**src/rtl/bcd_clock_timer.sv**
```systemverilog
// bcd_clock_timer: BCD time-of-day clock / countdown timer with 12h display,
// validated nibble load path and an hh:mm alarm with auto-timeout.
// Ports:
//   clk, reset_n      clock, async active-low reset
//   en                count enable (prescaler keeps running)
//   load, addr, d     nibble write: 0-7 time {hh,mm,ss,cc} LSN first, 8-11 alarm {mm,hh}
//   mode_down         0 = count up, 1 = countdown
//   h12               12h hour format on q[31:24]
//   alarm_en, alarm_ack  alarm arm / acknowledge
//   q                 {hh,mm,ss,cc} packed BCD
//   pm, p_secflash    hour >= 12, cc < 50
//   p_day, p_zero     day roll pulse (up), reached-zero pulse (down)
//   alarm             alarm level
module bcd_clock_timer #(
  parameter int CLK_HZ    = 50_000_000,
  parameter int TICK_HZ   = 100,
  parameter int ALARM_SEC = 30
) (
  input  logic        clk,
  input  logic        reset_n,
  input  logic        en,
  input  logic        load,
  input  logic [3:0]  addr,
  input  logic [3:0]  d,
  input  logic        mode_down,
  input  logic        h12,
  input  logic        alarm_en,
  input  logic        alarm_ack,
  output logic [31:0] q,
  output logic        pm,
  output logic        p_secflash,
  output logic        p_day,
  output logic        p_zero,
  output logic        alarm
);
  localparam int DIV = CLK_HZ / TICK_HZ;
  localparam int PW  = (DIV > 1) ? $clog2(DIV) : 1;

  logic [PW-1:0] pre;
  logic          tick;
  logic [7:0]    cc, ss, mm, hh, al_mm, al_hh;
  logic [7:0]    acnt;
  logic          hit_q;

  function automatic logic [7:0] bcd_inc(input logic [7:0] v);
    return (v[3:0] == 4'd9) ? {v[7:4] + 4'd1, 4'd0} : {v[7:4], v[3:0] + 4'd1};
  endfunction

  function automatic logic [7:0] bcd_dec(input logic [7:0] v);
    return (v[3:0] == 4'd0) ? {v[7:4] - 4'd1, 4'd9} : {v[7:4], v[3:0] - 4'd1};
  endfunction

  // Free-running prescaler; tick is high during its terminal count.
  assign tick = (pre == PW'(DIV - 1));

  always_ff @(posedge clk or negedge reset_n) begin
    if (!reset_n)  pre <= '0;
    else if (tick) pre <= '0;
    else           pre <= pre + PW'(1);
  end

  // A time-register write owns the cycle; alarm-register writes do not block counting.
  logic time_ld, upd;
  assign time_ld = load & ~addr[3];
  assign upd     = en & tick & ~time_ld;

  logic cw, sw, mw, hw, cz, sz, mz, all_zero;
  assign cw = (cc == 8'h99);
  assign sw = (ss == 8'h59);
  assign mw = (mm == 8'h59);
  assign hw = (hh == 8'h23);
  assign cz = (cc == 8'h00);
  assign sz = (ss == 8'h00);
  assign mz = (mm == 8'h00);
  assign all_zero = cz & sz & mz & (hh == 8'h00);

  logic [7:0] cc_n, ss_n, mm_n, hh_n;
  logic       day_n, zero_n;

  always_comb begin
    cc_n = cc; ss_n = ss; mm_n = mm; hh_n = hh;
    day_n = 1'b0; zero_n = 1'b0;
    if (!mode_down) begin
      cc_n = cw ? 8'h00 : bcd_inc(cc);
      if (cw)                ss_n = sw ? 8'h00 : bcd_inc(ss);
      if (cw & sw)           mm_n = mw ? 8'h00 : bcd_inc(mm);
      if (cw & sw & mw)      hh_n = hw ? 8'h00 : bcd_inc(hh);
      day_n = cw & sw & mw & hw;
    end else if (!all_zero) begin
      // Borrow chain; hh never underflows because all-zero holds.
      cc_n = cz ? 8'h99 : bcd_dec(cc);
      if (cz)                ss_n = sz ? 8'h59 : bcd_dec(ss);
      if (cz & sz)           mm_n = mz ? 8'h59 : bcd_dec(mm);
      if (cz & sz & mz)      hh_n = bcd_dec(hh);
      zero_n = ({hh_n, mm_n, ss_n, cc_n} == 32'h0);
    end
  end

  // One-second boundary crossed in either direction.
  logic sec_carry, hit;
  assign sec_carry = upd & (mode_down ? (cz & ~all_zero) : cw);
  assign hit = upd & ~mode_down & alarm_en & (ss_n == 8'h00) & (cc_n == 8'h00) &
               (mm_n == al_mm) & (hh_n == al_hh);

  // Write validation: BCD digit, minute/second tens <= 5, resulting hour <= 23.
  logic wr_ok;
  always_comb begin
    wr_ok = load & (d <= 4'd9);
    case (addr)
      4'd3, 4'd5, 4'd9: if (d > 4'd5) wr_ok = 1'b0;
      4'd6:  if (hh[7:4] == 4'd2 && d > 4'd3) wr_ok = 1'b0;
      4'd7:  if (d > 4'd2 || (d == 4'd2 && hh[3:0] > 4'd3)) wr_ok = 1'b0;
      4'd10: if (al_hh[7:4] == 4'd2 && d > 4'd3) wr_ok = 1'b0;
      4'd11: if (d > 4'd2 || (d == 4'd2 && al_hh[3:0] > 4'd3)) wr_ok = 1'b0;
      4'd12, 4'd13, 4'd14, 4'd15: wr_ok = 1'b0;
      default: ;
    endcase
  end

  always_ff @(posedge clk or negedge reset_n) begin
    if (!reset_n) begin
      cc <= '0; ss <= '0; mm <= '0; hh <= '0;
      al_mm <= '0; al_hh <= '0;
      p_day <= 1'b0; p_zero <= 1'b0;
    end else begin
      p_day  <= upd & day_n;
      p_zero <= upd & zero_n;
      if (upd) begin
        cc <= cc_n; ss <= ss_n; mm <= mm_n; hh <= hh_n;
      end
      // Time writes and upd are exclusive, so this never collides with counting.
      if (wr_ok) begin
        case (addr)
          4'd0:  cc[3:0]    <= d;
          4'd1:  cc[7:4]    <= d;
          4'd2:  ss[3:0]    <= d;
          4'd3:  ss[7:4]    <= d;
          4'd4:  mm[3:0]    <= d;
          4'd5:  mm[7:4]    <= d;
          4'd6:  hh[3:0]    <= d;
          4'd7:  hh[7:4]    <= d;
          4'd8:  al_mm[3:0] <= d;
          4'd9:  al_mm[7:4] <= d;
          4'd10: al_hh[3:0] <= d;
          4'd11: al_hh[7:4] <= d;
          default: ;
        endcase
      end
    end
  end

  // Alarm: hit_q delays the rise by one cycle; a pending trigger beats ack.
  always_ff @(posedge clk or negedge reset_n) begin
    if (!reset_n) begin
      hit_q <= 1'b0; alarm <= 1'b0; acnt <= '0;
    end else begin
      hit_q <= hit;
      if (!alarm_en) alarm <= 1'b0;
      else if (hit_q) begin
        alarm <= 1'b1;
        acnt  <= '0;
      end else if (alarm_ack) alarm <= 1'b0;
      else if (alarm && sec_carry) begin
        if (acnt == 8'(ALARM_SEC - 1)) alarm <= 1'b0;
        else                           acnt  <= acnt + 8'd1;
      end
    end
  end

  // 12h display: 00 -> 12, 13..23 -> 01..11, internal hour untouched.
  logic [4:0] hbin, h12b;
  logic [7:0] hdisp;
  always_comb begin
    hbin = 5'(hh[7:4]) * 5'd10 + 5'(hh[3:0]);
    h12b = hbin - 5'd12;
    if (!h12)                          hdisp = hh;
    else if (hh == 8'h00 || hh == 8'h12) hdisp = 8'h12;
    else if (hh > 8'h12)
      hdisp = (h12b >= 5'd10) ? {4'd1, h12b[3:0] - 4'd10} : {4'd0, h12b[3:0]};
    else                               hdisp = hh;
  end

  assign q          = {hdisp, mm, ss, cc};
  assign pm         = (hh >= 8'h12);
  assign p_secflash = (cc < 8'h50);

endmodule

```
**config.mk**
```make
export PLATFORM = sky130hd
export DESIGN_NAME = bcd_clock_timer
export DESIGN_NICKNAME = d
export VERILOG_FILES = /design/src/rtl/bcd_clock_timer.sv
export SDC_FILE = /design/constraint.sdc
export NUM_CORES = 1
export LEC_CHECK = 0
export CORE_MARGIN = 4
export CORE_UTILIZATION = 50
export CTS_CLUSTER_SIZE = 8
export DETAILED_ROUTE_END_ITERATION = 8
export PLACE_DENSITY = 0.7
export SYNTH_ARGS = -nofsm -noshare
export SYNTH_HDL_FRONTEND = slang
export SYNTH_SLANG_ARGS = --single-unit
```
**constraint.sdc**
```tcl
create_clock -name clk -period 4.1 [get_ports clk]
set_input_delay 0.82 -clock clk [delete_from_list [all_inputs] [get_ports clk]]
set_output_delay 0.82 -clock clk [all_outputs]
set_load 0.03 [all_outputs]
```
Run 1, signal metal coverage by tile:
Drawn at 3 px/um. The die is cut into 26 by 26 equal tiles; white is low, dark blue is high, scaled to the fullest tile. Values are wire area over tile area, all layers added.
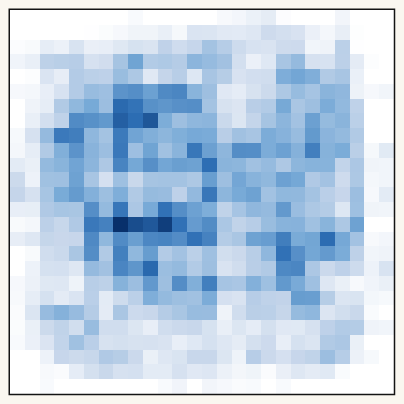
mean over tiles: 0.25
nearly empty tiles: 12%
tiles over half the peak: 15%
densest ninth of the die: middle
gr usage total: 29.9%
Avg WL per Cell: 22.1 um
Via Count: 7325

Run 1, gate-type map:
Drawn at 3 px/um.
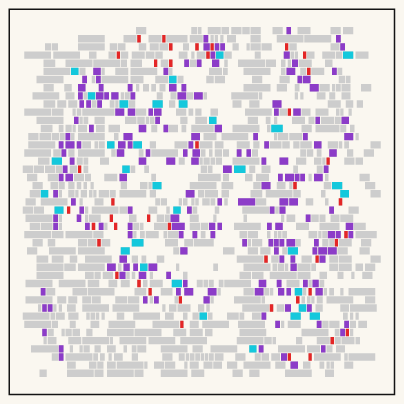
| colour | family | cells | most used |
|---|---|---|---|
| cyan | non-inverting ao/oa cells | 32 | o21a_1 |
| red | inv cells | 42 | inv_1 |
| purple | aoi and oai cells | 181 | a21oi_1 |

==> impl_metrics.toml, run 1 <==
# implementation run metrics
[sta]
finalClockPeriodUsage_pct = 94.6
rsz0062_at_grt = "false"
timing.final.ws_setup_ns = 0.221
hold_viol_final = 0
setup_violations = 0
whs_ns = 0.490
tightest_slew_ns = 1.04
fmax_mhz = 258
drv_slew = 0
tns_ns = 0
finalCriticalPeriod_ns = 3.88
slew_headroom_pct = 30.9

[global_routing]
grt_max_degree = 80
grt_pass1_wl_mm = 38.9
grt_pass1_vias = 7101
grt.overflow.total = 0
antenna_found_initial = 0

[placement]
dpl.hpwl_mm = 18.1
dpl-instance-area_mm2 = 0.00797
placed_cells = 1080
post-place-ws_ns = 0.0566
io_buffer_count = 52
place_congestion = 1.02

[critical_path]
startpoint_type = "flop"
worst-path-max-fanout = 7
arrival_ns = 4.14
worstPathRequired_ns = 4.36
cp-end-kind = "flop"
r2r_end = "hit_q"
rrSetupSlack_ns = 0.22
critPathKind = "reg2reg"
r2r_cells = 10
r2r_start = "cc[1]"

[cells_and_area]
design_area_mm2 = 0.00829
finalNonFillerCells = 1097
nets = 964
drive_gt1_share_pct = 12.3
n_antenna_cell = 0
syn_to_final_growth_pct = 15.4

[synthesis]
synthesis.area_mm2 = 0.00719
ys.flops = 79
syn-mean-instance-area_um2 = 8.26
ff_type = "dfrtp_1"
async_flop_share_pct = 100
synth_cell_types = 88
synthCells = 870
yosysSeqAreaShare_pct = 27.5
syn-num-nets = 922
ys_warn_count = 0
synth-edff-count = 0
ys_area_mm2 = 0.00719
yosysCellCount = 870

[outcome]
outcome = "completed"

[hold_path]
min_from = "pre[0]"
hold_end = "pre[0]"
hold_class = "reg2reg"
hold-path-cell-count = 1

[clock_network]
htreeDepth = 3
numCtsBuffers = 9
cts_sinks = 79
root_buffer = "clkbuf_16"
cts_buffer_depth = 2
cts_tree = "done"
path_clk_slew_ns = 0.07
post_cts_buffers = 0
clk_latency_ns = 0.35

[die]
die_h_um = 128
fp_util_pct = 51.4
rows = 43
core-area_mm2 = 0.0140
dieWidth_um = 128
dieArea_mm2 = 0.0164
num_io_pins = 53

[detailed_routing]
drt_iter0_markers = 889
post_drt_via_cell_ratio = 6.68
wl_mm = 24.3
detail-route-antenna-nets = 0
dr.pass1.iters = 6
drc = 0

[power_and_ir_drop]
p_total_uw = 3590
power.leakage_uw = 0.00329
power.density_mw_per_mm2 = 433
ir_drop_v = 0.000224

[job]
cap_violations = 0
warnings = 46
Run 1, congestion heat map:
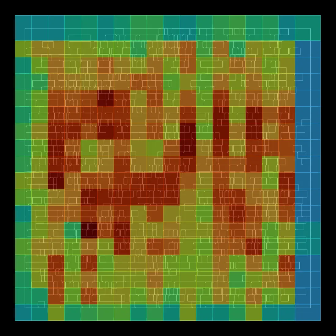
fin util: 59.3%
M3 GR Usage: 4.17%

Run 1, clock wires, drivers and flops:
Drawn at 4 px/um.
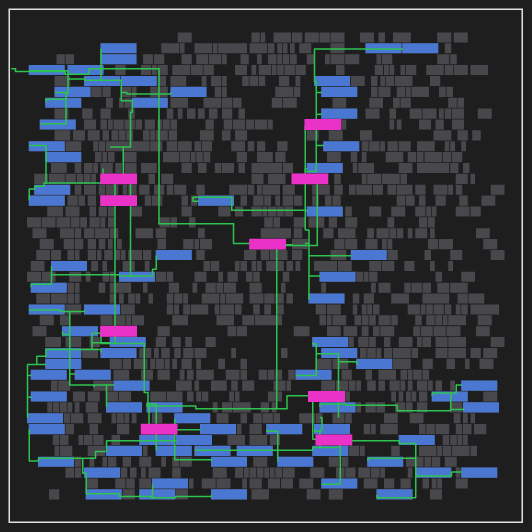
[blue] flip-flops | count: 79
[green] clock wires | length: 1190 um
[magenta] clock-net drivers | count: 9
flops lie: widely spread
routed clock nets: 10
Clk network pwr share: 23.9%
clock network power: 859 uW
Layout Skew: 0.0114 ns

## run 1: cell usage in the layout (no fill, tap or decap), types with 8 or more instances in the layout
cell and count:
xnor2_1 25, nand3_1 39, xor2_1 9, nor3_1 35, o31ai_1 10, mux2i_1 25, or3_1 15, nor2b_1 11
o21a_1 10, dfrtp_1 79, a21oi_1 55, a211oi_1 8, nand3b_1 9, clkdlybuf4s50_1 47, ha_1 35, o21ai_0 48
nand2_1 59, nor4_1 20, mux2_2 25, and3_1 10, clkbuf_16 9, inv_1 42, nor2_1 62, nand4_1 17
nand4b_1 8, buf_4 40
## run 1: how the worst max path moves through the flow
stage,start,end,slack [ns],depth (start not counted)
floorplan,hh[2],q[25],0.35,13
detailed placement,mode_down,hit_q,0.06,9
finish,cc[1],hit_q,0.22,10
global route,cc[1],hit_q,0.02,10
global placement,mode_down,hit_q,0.08,9
CTS,hh[4],q[27],0.02,10
## run 1: layer usage
layer	part of all wire [%]	vias to the layer above	global-route usage [%]
met4	3.8	0	13.0
met2	46	396	46.7
met1	42	3534	41.5
li1	-	3321	-
met5	0	-	0
met3	8.0	74	4.17
## run 1: cell type report
class	count	area [um2]
inverter	42	158
tap	180	225
clock inverter	6	72.6
sequential	79	1980
multi-input combinational	689	4800
fill	1295	5700
clock buffer	10	239
timing repair buffer	91	817
## run 1: worst max-delay path, cell delays in order (launching register included)
cell       delay [ns]
dfrtp_1          0.44
inv_1            0.17
ha_1             0.26
nor3b_2          0.47
nand3_2          0.25
a21oi_1          0.33
o311ai_1         0.17
or4_1            0.61
a2111oi_0        0.59
nand4b_1         0.19
nor4_2           0.30
## run 1: Yosys cell counts, types with 20 or more instances
library cell / instances / share of area (%)
o21ai_0: 48 / 3.3
nand2_1: 59 / 3.1
mux2_2: 25 / 3.9
inv_1: 42 / 2.2
dfrtp_1: 79 / 28
nor4_1: 20 / 1.7
nor2_1: 62 / 3.2
nor3_1: 35 / 2.4
xnor2_1: 25 / 3.0
a21oi_1: 55 / 3.8
mux2i_1: 25 / 3.5
nand3_1: 39 / 2.7
clkbuf_1: 39 / 2.0
ha_1: 35 / 6.1
## run 1: state kept, by name (all words and copies together) (netlist names)
| register | count |
|---|---|
| p_zero | 1 |
| hh | 8 |
| alarm | 1 |
| pre | 19 |
| mm | 8 |
| hit_q | 1 |
| al_mm | 8 |
| ss | 8 |
| al_hh | 8 |
| p_day | 1 |
| cc | 8 |
| acnt | 8 |
## run 1: cells by family after synthesis
logic type | Yosys count | share of synthesized area (%)
XOR/XNOR | 34 | 4.14
buffers and inverters | 102 | 5.74
multiplexers | 51 | 7.71
flip-flops | 79 | 27.5
AND/OR/NAND/NOR | 354 | 28.8
AND-OR/OR-AND | 213 | 19.5
adder cells (fa/ha/maj) | 37 | 6.51
## run 1: timing repair
action | 4_1_cts | 5_1_grt
hold buffers | 0 | 0
gates cloned | 0 | 0
setup endpoints to repair | 1 | 2
gates resized | 1 | 2
## run 1: report_power, final
part           leakage [uW]  internal, uW  switching, uW
clock network      0.000156           498            361
logic               0.00212           683           1030
registers           0.00102           863            151
total               0.00329          2040           1540
==> run 1 -> run 2 <==
Settings changed: CORE_MARGIN 4 to not set, CTS_BUF_LIST set to sky130_fd_sc_hd__clkbuf_4 sky130_fd_sc_hd__clkbuf_8 sky130_fd_sc_hd__clkbuf_16.
Run 2, clock wires, drivers and flops:
Drawn at 4 px/um.
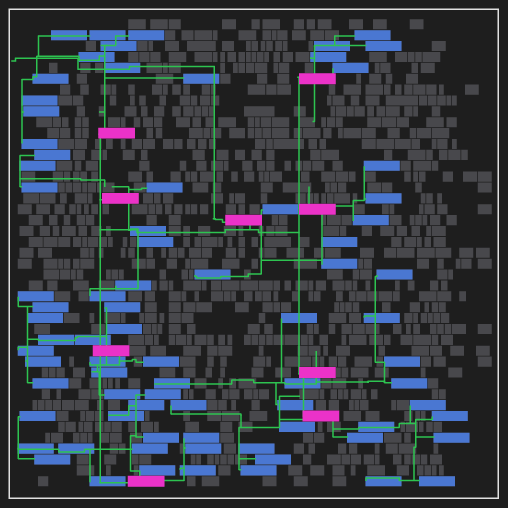
[magenta] clock-net drivers | count: 9
[green] clock wires | length: 1170 um
[blue] flip-flops | count: 79
flops lie: widely spread
routed clock nets: 10

Run 2, gate-type map:
Drawn at 3 px/um.
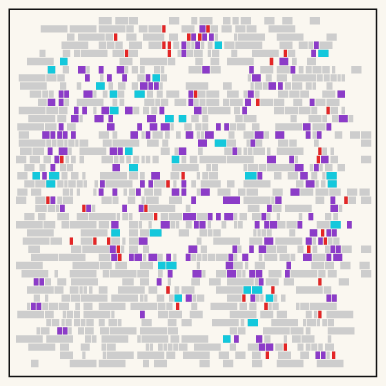
| colour | family | cells | most used |
|---|---|---|---|
| cyan | non-inverting ao/oa cells | 32 | o21a_1 |
| purple | aoi and oai cells | 181 | a21oi_1 |
| red | inv cells | 42 | inv_1 |
fin cells: 1099
dominant logic cell type in the layout: dfrtp_1
logic share of the area: 58.0%

==> run 2 against run 1 <==
Compared with the run above: cell count rose by 0.18%; utilization rose by 0.058 points; sequential power barely moved; routed wire length fell by 1.9%; worst setup slack improved by 0.032 ns; synthesized cell count did not move; final area fell by 0.29%; critical path depth did not move; first-iteration DRC count rose by 4.6%; worst hold slack got worse by 0.0053 ns.
==> impl_metrics.toml, run 2 <==
# implementation run metrics
[synthesis]
largest_area_cell = "dfrtp_1"
yosysCellCount = 870
yosysSeqAreaShare_pct = 27.5
yosys.area.top_type_share_pct = 27.5
syn-mean-instance-area_um2 = 8.26
synthTopCellsByCount = "dfrtp_1, nor2_1, nand2_1, a21oi_1, o21ai_0"
synth-edff-count = 0
syn-num-nets = 922
synthCells = 870
ys_area_mm2 = 0.00719
async_flop_share_pct = 100
synthTopCellsByArea = "dfrtp_1, ha_1, mux2_2"
synthesis.area_mm2 = 0.00719

[cells_and_area]
syn_to_final_growth_pct = 15.0
drive_gt1_share_pct = 12.5
n_antenna_cell = 0
fin_util_pct = 59.3
regMostFlops = "pre"
mostFrequentLayoutCells = "dfrtp_1, nor2_1, nand2_1"
nets = 967
largest_reg_flops = 19

[die]
fp_util_pct = 51.6
dieArea_mm2 = 0.0149
core-area_mm2 = 0.0139
dieWidth_um = 122
die_h_um = 122
rows = 43
num_io_pins = 53

[critical_path]
rrSetupSlack_ns = 0.38
startpoint_type = "flop"
cp-end-kind = "primary output"
worstPathRequired_ns = 3.28
critPathKind = "reg2out"
crit_top_cell = "xnor2_1"
crit_start = "hh[4]"
worst-path-max-fanout = 4
arrival_ns = 3.03
crit_slowest_cell = "fa_1"
cp_cell_sequence = "ha_1, ha_1, inv_1, fa_1, xnor2_1, xnor2_1, xnor2_1, nor2_1, a21oi_1, dlygate4sd2_1"

[clock_network]
cts_buffer_depth = 2
cts_tree = "done"
root_buffer = "clkbuf_16"
path_clk_slew_ns = 0.06
htreeDepth = 3
clk_latency_ns = 0.35
cts_sinks = 79

[hold_path]
hold-path-cell-count = 1
hold_end = "pre[0]"

[placement]
io_buffer_count = 52
dpl-instance-area_mm2 = 0.00799
post-place-ws_ns = 0.213
dpl.hpwl_mm = 17.8

[power_and_ir_drop]
power.density_mw_per_mm2 = 424
power.leakage_uw = 0.00328

[detailed_routing]
drt_iter0_markers = 930
detail-route-antenna-nets = 0
post_drt_via_cell_ratio = 6.59
drc = 0
dr.pass1.iters = 6

[sta]
setup_violations = 0
drv_slew = 0
rsz0062_at_grt = "false"
whs_ns = 0.485
tns_ns = 0
hold_viol_final = 0
finalClockPeriodUsage_pct = 93.8
tightest_slew_ns = 1.13
finClkSkew_ns = 0.0140
timing.final.ws_setup_ns = 0.254

[global_routing]
grt_pass1_vias = 6773
grt_util_all_layers_pct = 33.5
antenna_found_initial = 0

[outcome]
outcome = "completed"

[job]
warnings = 46
[run 2: cell counts after synthesis]
No cell type changed its count.
[run 2: area by class of cell]
cell class / instances / area (um2)
flip-flops and latches: 79 / 1980
inverters: 42 / 158
clock buffers: 10 / 239
fillers: 1271 / 5670
well taps: 180 / 225
clock inverters: 5 / 42.5
repair buffers: 94 / 830
multi-input cells: 689 / 4800
[run 2: routing by layer]
metal	GRT usage, %	vias up	share of wire, %
li1	-	3340	-
met1	45.4	3492	43
met2	52.1	355	46
met3	5.20	59	7.4
met4	16.1	0	3.5
met5	0	-	0
[run 2: stage by stage]
step	total power, uW	cells
after floorplan	2130	870
after global placement	2680	1084
after detailed placement	2710	1084
after CTS	3490	1099
after global routing	3690	1099
final	3510	1099
[run 2: logic make-up (layout without fill, tap and decap cells)]
family,count (synthesis),count (layout),synth area share (%)
xor+xnor,34,34,4.14
buf+inv,102,151,5.74
simple gates,354,354,28.8
compound gates,213,213,19.5
mux,51,51,7.71
fa+ha+maj,37,37,6.51
flops,79,79,27.5
[run 2: what timing repair did]
| action | CTS | global route |
|---|---|---|
| hold buffers | 0 | 0 |
| resized | 1 | 1 |
| endpoints found under the setup margin | 1 | 1 |
[run 2: worst max-delay path by stage]
stage                     slack, ns     to  cells past startpoint
after detailed placement       0.21  hit_q                      9
final                          0.25  q[28]                     10
after floorplan                0.35  q[25]                     13
after CTS                      0.03  q[27]                     10
after global routing            0.1  hit_q                     10
after global placement         0.24  hit_q                      9
[run 2: power by group]
part           leakage [uW]  switching (uW)  internal (uW)  total (uW)
Clock              0.000141             350            431         781
Sequential          0.00102             175            862        1040
Combinational       0.00212            1010            681        1690
Total               0.00328            1530           1970        3510
[run 2: worst max-delay path, delay by kind of cell (launching register included)]
family / cells / cell delay [ns]
adder cells (fa/ha/maj): 3 / 1.02
XOR/XNOR: 3 / 0.53
buffers and inverters: 2 / 0.48
flip-flops: 1 / 0.38
AND-OR/OR-AND: 1 / 0.15
AND/OR/NAND/NOR: 1 / 0.13
No activity file was given, so power comes from the tool's default toggle rates.
